floorplan.png
The bar under the picture is 20 µm long. Pins as bars on the die edge.
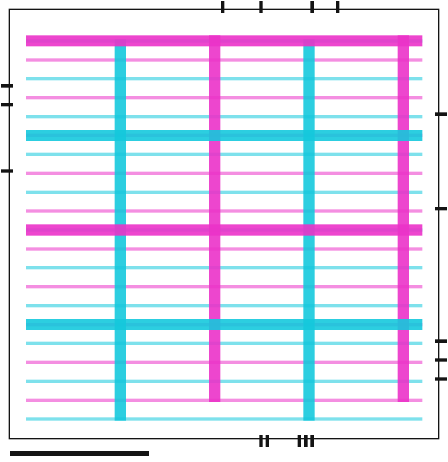
class_map.png
The bar under the picture is 20 µm long.
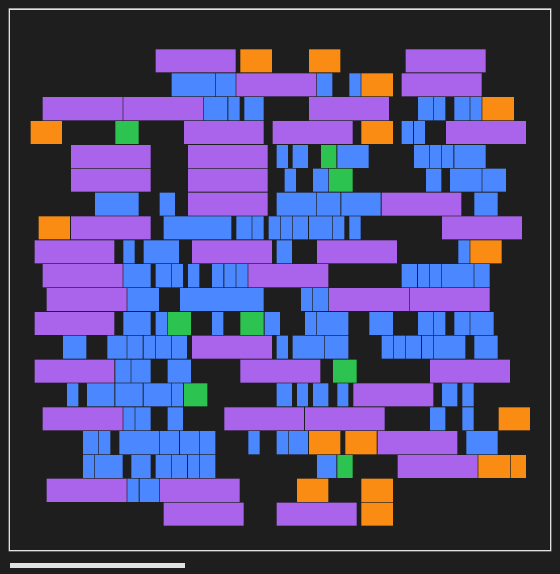
clock_wires.png
The bar under the picture is 20 µm long.
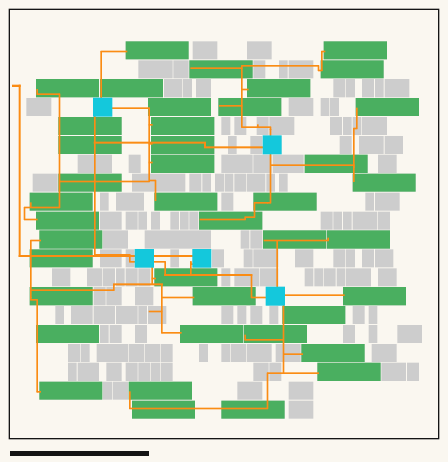
layers.png
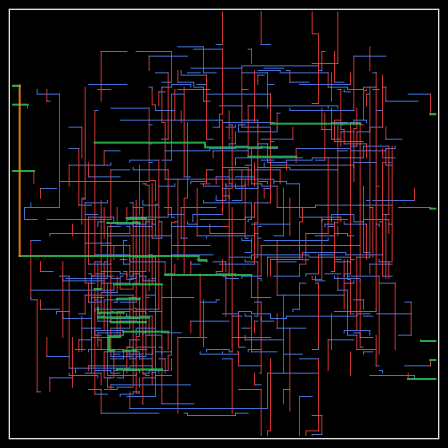
congestion_map.png
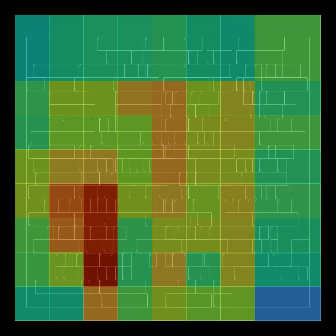
==> src/rtl/ctf_pkg.sv <==
// Shared types and defaults for the counterflow pulse receiver.
package ctf_pkg;

  typedef enum logic {
    IDLE    = 1'b0,
    COLLECT = 1'b1
  } ctf_state_e;

  localparam int CTF_WIDTH   = 8;
  localparam int CTF_TIMEOUT = 255;

  // Counter width for values 0..n-1, never narrower than one bit.
  function automatic int ctf_cw(input int n);
    return (n > 1) ? $clog2(n) : 1;
  endfunction

endpackage

==> src/rtl/ctf_pulse_sync.sv <==
// Multi-flop synchronizer followed by a registered rising-edge detector.
module ctf_pulse_sync #(
  parameter int SYNC_STAGES = 2
) (
  input  logic clk,
  input  logic rst_n,
  input  logic a,
  output logic e
);

  logic [SYNC_STAGES-1:0] sync_q;
  logic                   prev_q;

  always_ff @(posedge clk or negedge rst_n) begin
    if (!rst_n) begin
      sync_q <= '0;
      prev_q <= 1'b0;
      e      <= 1'b0;
    end else begin
      sync_q <= {sync_q[SYNC_STAGES-2:0], a};
      prev_q <= sync_q[SYNC_STAGES-1];
      e      <= sync_q[SYNC_STAGES-1] & ~prev_q;
    end
  end

endmodule

==> src/rtl/ctf_pulse_rx.sv <==
// Receives dout/cout pulses from the last counterflow cell and assembles
// them LSB-first into WIDTH-bit words with a valid/ready output handshake.
module ctf_pulse_rx
  import ctf_pkg::*;
#(
  parameter int WIDTH       = CTF_WIDTH,
  parameter int SYNC_STAGES = 2,
  parameter int TIMEOUT     = CTF_TIMEOUT
) (
  input  logic             clk,
  input  logic             rst_n,
  input  logic             dout,
  input  logic             cout,
  output logic [WIDTH-1:0] word_o,
  output logic             valid_o,
  input  logic             ready_i,
  output logic             overrun_o,
  output logic             viol_o,
  output logic             timeout_o
);

  localparam int CW = ctf_cw(WIDTH);
  localparam int IW = ctf_cw(TIMEOUT + 1);
  localparam logic [CW-1:0] LAST     = CW'(WIDTH - 1);
  localparam logic [IW-1:0] TMAX     = IW'(TIMEOUT);
  localparam bit            ONE_SLOT = (WIDTH == 1);

  logic dout_e, cout_e;

  ctf_pulse_sync #(.SYNC_STAGES(SYNC_STAGES)) u_dsync (
    .clk(clk), .rst_n(rst_n), .a(dout), .e(dout_e)
  );

  ctf_pulse_sync #(.SYNC_STAGES(SYNC_STAGES)) u_csync (
    .clk(clk), .rst_n(rst_n), .a(cout), .e(cout_e)
  );

  ctf_state_e       state_q, state_d;
  logic [CW-1:0]    bit_cnt_q;
  logic [IW-1:0]    idle_q, idle_nx;
  logic             slot_q;
  logic [WIDTH-1:0] acc_q, word_nx;
  logic             bit_val, complete, tmo, load, ovr;

  always_comb begin
    state_d  = state_q;
    complete = 1'b0;
    tmo      = 1'b0;
    bit_val  = slot_q | dout_e;
    idle_nx  = (idle_q == TMAX) ? idle_q : idle_q + 1'b1;
    word_nx  = acc_q;
    word_nx[bit_cnt_q] = bit_val;
    case (state_q)
      IDLE: begin
        if (cout_e) begin
          if (ONE_SLOT) complete = 1'b1;
          else          state_d  = COLLECT;
        end
      end
      COLLECT: begin
        if (cout_e) begin
          if (bit_cnt_q == LAST) begin
            complete = 1'b1;
            state_d  = IDLE;
          end
        end else if (idle_nx == TMAX) begin
          // Stalled partial word: drop it rather than merge with later traffic.
          tmo     = 1'b1;
          state_d = IDLE;
        end
      end
      default: state_d = IDLE;
    endcase
    load = complete && (!valid_o || ready_i);
    ovr  = complete && valid_o && !ready_i;
  end

  always_ff @(posedge clk or negedge rst_n) begin
    if (!rst_n) state_q <= IDLE;
    else        state_q <= state_d;
  end

  always_ff @(posedge clk or negedge rst_n) begin
    if (!rst_n) begin
      bit_cnt_q <= '0;
      idle_q    <= '0;
      slot_q    <= 1'b0;
      acc_q     <= '0;
      word_o    <= '0;
      valid_o   <= 1'b0;
      overrun_o <= 1'b0;
      viol_o    <= 1'b0;
      timeout_o <= 1'b0;
    end else begin
      overrun_o <= ovr;
      viol_o    <= dout_e & slot_q;
      timeout_o <= tmo;

      if (cout_e || tmo) slot_q <= 1'b0;
      else if (dout_e)   slot_q <= 1'b1;

      if (complete || tmo) begin
        bit_cnt_q <= '0;
        acc_q     <= '0;
      end else if (cout_e) begin
        bit_cnt_q <= bit_cnt_q + 1'b1;
        acc_q     <= word_nx;
      end

      if (state_q == COLLECT && !cout_e && !tmo) idle_q <= idle_nx;
      else                                       idle_q <= '0;

      if (load) begin
        word_o  <= word_nx;
        valid_o <= 1'b1;
      end else if (ready_i) begin
        valid_o <= 1'b0;
      end
    end
  end

endmodule

==> config.mk <==
export PLATFORM = sky130hd
export DESIGN_NAME = ctf_pulse_rx
export DESIGN_NICKNAME = d
export VERILOG_FILES = /design/src/rtl/ctf_pkg.sv /design/src/rtl/ctf_pulse_sync.sv /design/src/rtl/ctf_pulse_rx.sv
export SDC_FILE = /design/constraint.sdc
export NUM_CORES = 1
export LEC_CHECK = 0
export CAP_MARGIN = 10
export CORE_MARGIN = 2
export CORE_UTILIZATION = 55
export DETAILED_ROUTE_END_ITERATION = 8
export GPL_ROUTABILITY_DRIVEN = 0
export PLACE_DENSITY = 0.77
export REMOVE_ABC_BUFFERS = 1
export SYNTH_ARGS = -nofsm -noshare
export SYNTH_HDL_FRONTEND = slang
export SYNTH_HIERARCHICAL = 1
export SYNTH_SLANG_ARGS = --single-unit
==> constraint.sdc <==
create_clock -name clk -period 3.37 [get_ports clk]
set_clock_uncertainty 0.05 [all_clocks]
set_input_delay 1.011 -clock clk [delete_from_list [all_inputs] [get_ports clk]]
set_output_delay 1.011 -clock clk [all_outputs]
set_load 0.005 [all_outputs]
==> impl_metrics.py <==
# Auto-generated metrics
metrics = {
    "run_status": {
        "run_status": "finished clean",
    },
    "synth": {
        "syn_area_per_cell_um2": 10.48,
        "common_cells": "dfrtp_1, nor2_1, nand2_1",
        "synth_cells": 174,
        "postSynth.asyncResetShare_pct": 100.0,
        "synth.cellmix.compoundShare_pct": 10.50,
        "synth.area.top_cells": "dfrtp_1, nor2_1, mux2i_1",
        "synth_dominant_cell_count": "dfrtp_1",
        "synth_seq_share_pct": 56.28,
        "synthFlopType": "dfrtp_1",
        "synth.yosys.num_cells": 174,
        "xor_xnor_share_of_the_synthesized_area_pct": 0.9609,
    },
    "floorplanning": {
        "fp.coreArea_um2": 3103,
        "initial_utilization_pct": 58.75,
        "row_count": 20,
        "die_height_um": 61.57,
    },
    "drt": {
        "wirelength_routed_um": 3208,
        "detail_route.vias_per_cell": 5.628,
        "route.detailed.drc": 0,
        "detail_route.first_pass.iterations": 4,
        "highest_layer": "met4",
        "drt_iter0_markers": 120,
    },
    "finish": {
        "final_util_pct": 66.05,
        "layout.cells.non_filler": 234,
        "n_all_inverters": 1,
        "antenna_cells_inserted": 0,
        "final_common_cell": "dfrtp_1",
        "biggestRegsByFlops": "acc_q: 8 flops, idle_q: 8 flops, word_o: 8 flops",
        "combAreaFraction_pct": 36.81,
        "fraction_of_layout_instances_using_a_drive_strength_above_1_pct": 7.368,
        "final_net_count": 197,
    },
    "global_routing": {
        "grt_antenna_before_repair": 0,
        "globalRouteOverflowTotal": 0,
    },
    "worst_setup_path": {
        "path_max_fanout": 13,
        "cp_slowest_stage_delay_ns": 0.67,
        "critPathCapture": "bit_cnt_q[0]",
        "timing.critical_path.cells": "ha_1 -> and4_1 -> nand4_1 -> a2111o_1 -> nor4_4 -> nor2_1",
        "cp_num_buf_inv": 0,
        "startpoint_type": "flop",
        "worst_setup_path_startpoint": "idle_q[0]",
    },
    "clock_tree": {
        "reg_clk_slew_reported_paths_ns": 0.11,
        "clock_insertion_delay_worst_skew_ns": 0.34,
        "post_cts_resized": 0,
        "clock_sink_count": 41,
    },
    "placement": {
        "pre_cts_slack_ns": 0.8456,
        "placement.io_buffers": 16,
        "hpwl_um": 2191,
    },
    "pwr": {
        "vdd.ir_drop.worst_mv": 0.3033,
    },
    "final_timing": {
        "achievable-frequency_mhz": 388.7,
        "tns_ns": 0,
        "setup_slack_ns": 0.7972,
        "fin_crit_sh_pct": 76.34,
        "maxSlewHeadroom_pct": 42.16,
    },
    "run": {
        "openroad.warnings": 25,
    },
}
Back to the opening pictures, floorplan.png:
| colour | net |
|---|---|
| cyan | VSS |
| magenta | VDD |
rows: 20
met4 straps: 4
met1 rails: 21
signal pins: 17

Back to the opening pictures, class_map.png:
| colour | class | cells |
|---|---|---|
| blue | remaining logic cells | 125 |
| orange | remaining buffers and delay cells | 16 |
| purple | registers | 41 |
| green | clock drivers and dummy loads | 8 |

Back to the opening pictures, clock_wires.png:
[cyan] clock-net drivers | count: 5
[orange] clock wires | length: 449 µm
[green] flip-flops | count: 41
routed clock nets: 6

Back to the opening pictures, layers.png:
| colour | layer | wire length |
|---|---|---|
| blue | M1 | 1380 µm |
| orange | M4 | 24.5 µm |
| green | M3 | 155 µm |
| red | M2 | 1650 µm |

Back to the opening pictures, congestion_map.png:
routing usage on met2: 32.78%
met3 global-route usage: 6.513%
Total Routing Usage GR: 20.43%
routed length per instance: 13.71 µm

## worst min-delay path by stage
stage | start | to | cells after the start
after floorplan | u_csync/sync_q[0] | u_csync/sync_q[1] | 0
after detailed placement | u_dsync/sync_q[0] | u_dsync/sync_q[1] | 0
after global placement | u_dsync/sync_q[0] | u_dsync/sync_q[1] | 0
after CTS | u_dsync/sync_q[0] | u_dsync/sync_q[1] | 0
after global routing | u_dsync/sync_q[0] | u_dsync/sync_q[1] | 0
final | u_dsync/sync_q[0] | u_dsync/sync_q[1] | 0
## power by group
| part | total, µW | internal [µW] | switching (µW) |
|---|---|---|---|
| clock network | 232 | 78.7 | 153 |
| logic | 324 | 179 | 145 |
| registers | 693 | 599 | 93.8 |
Power figures rest on the tool's default switching activity, not on a simulated workload.
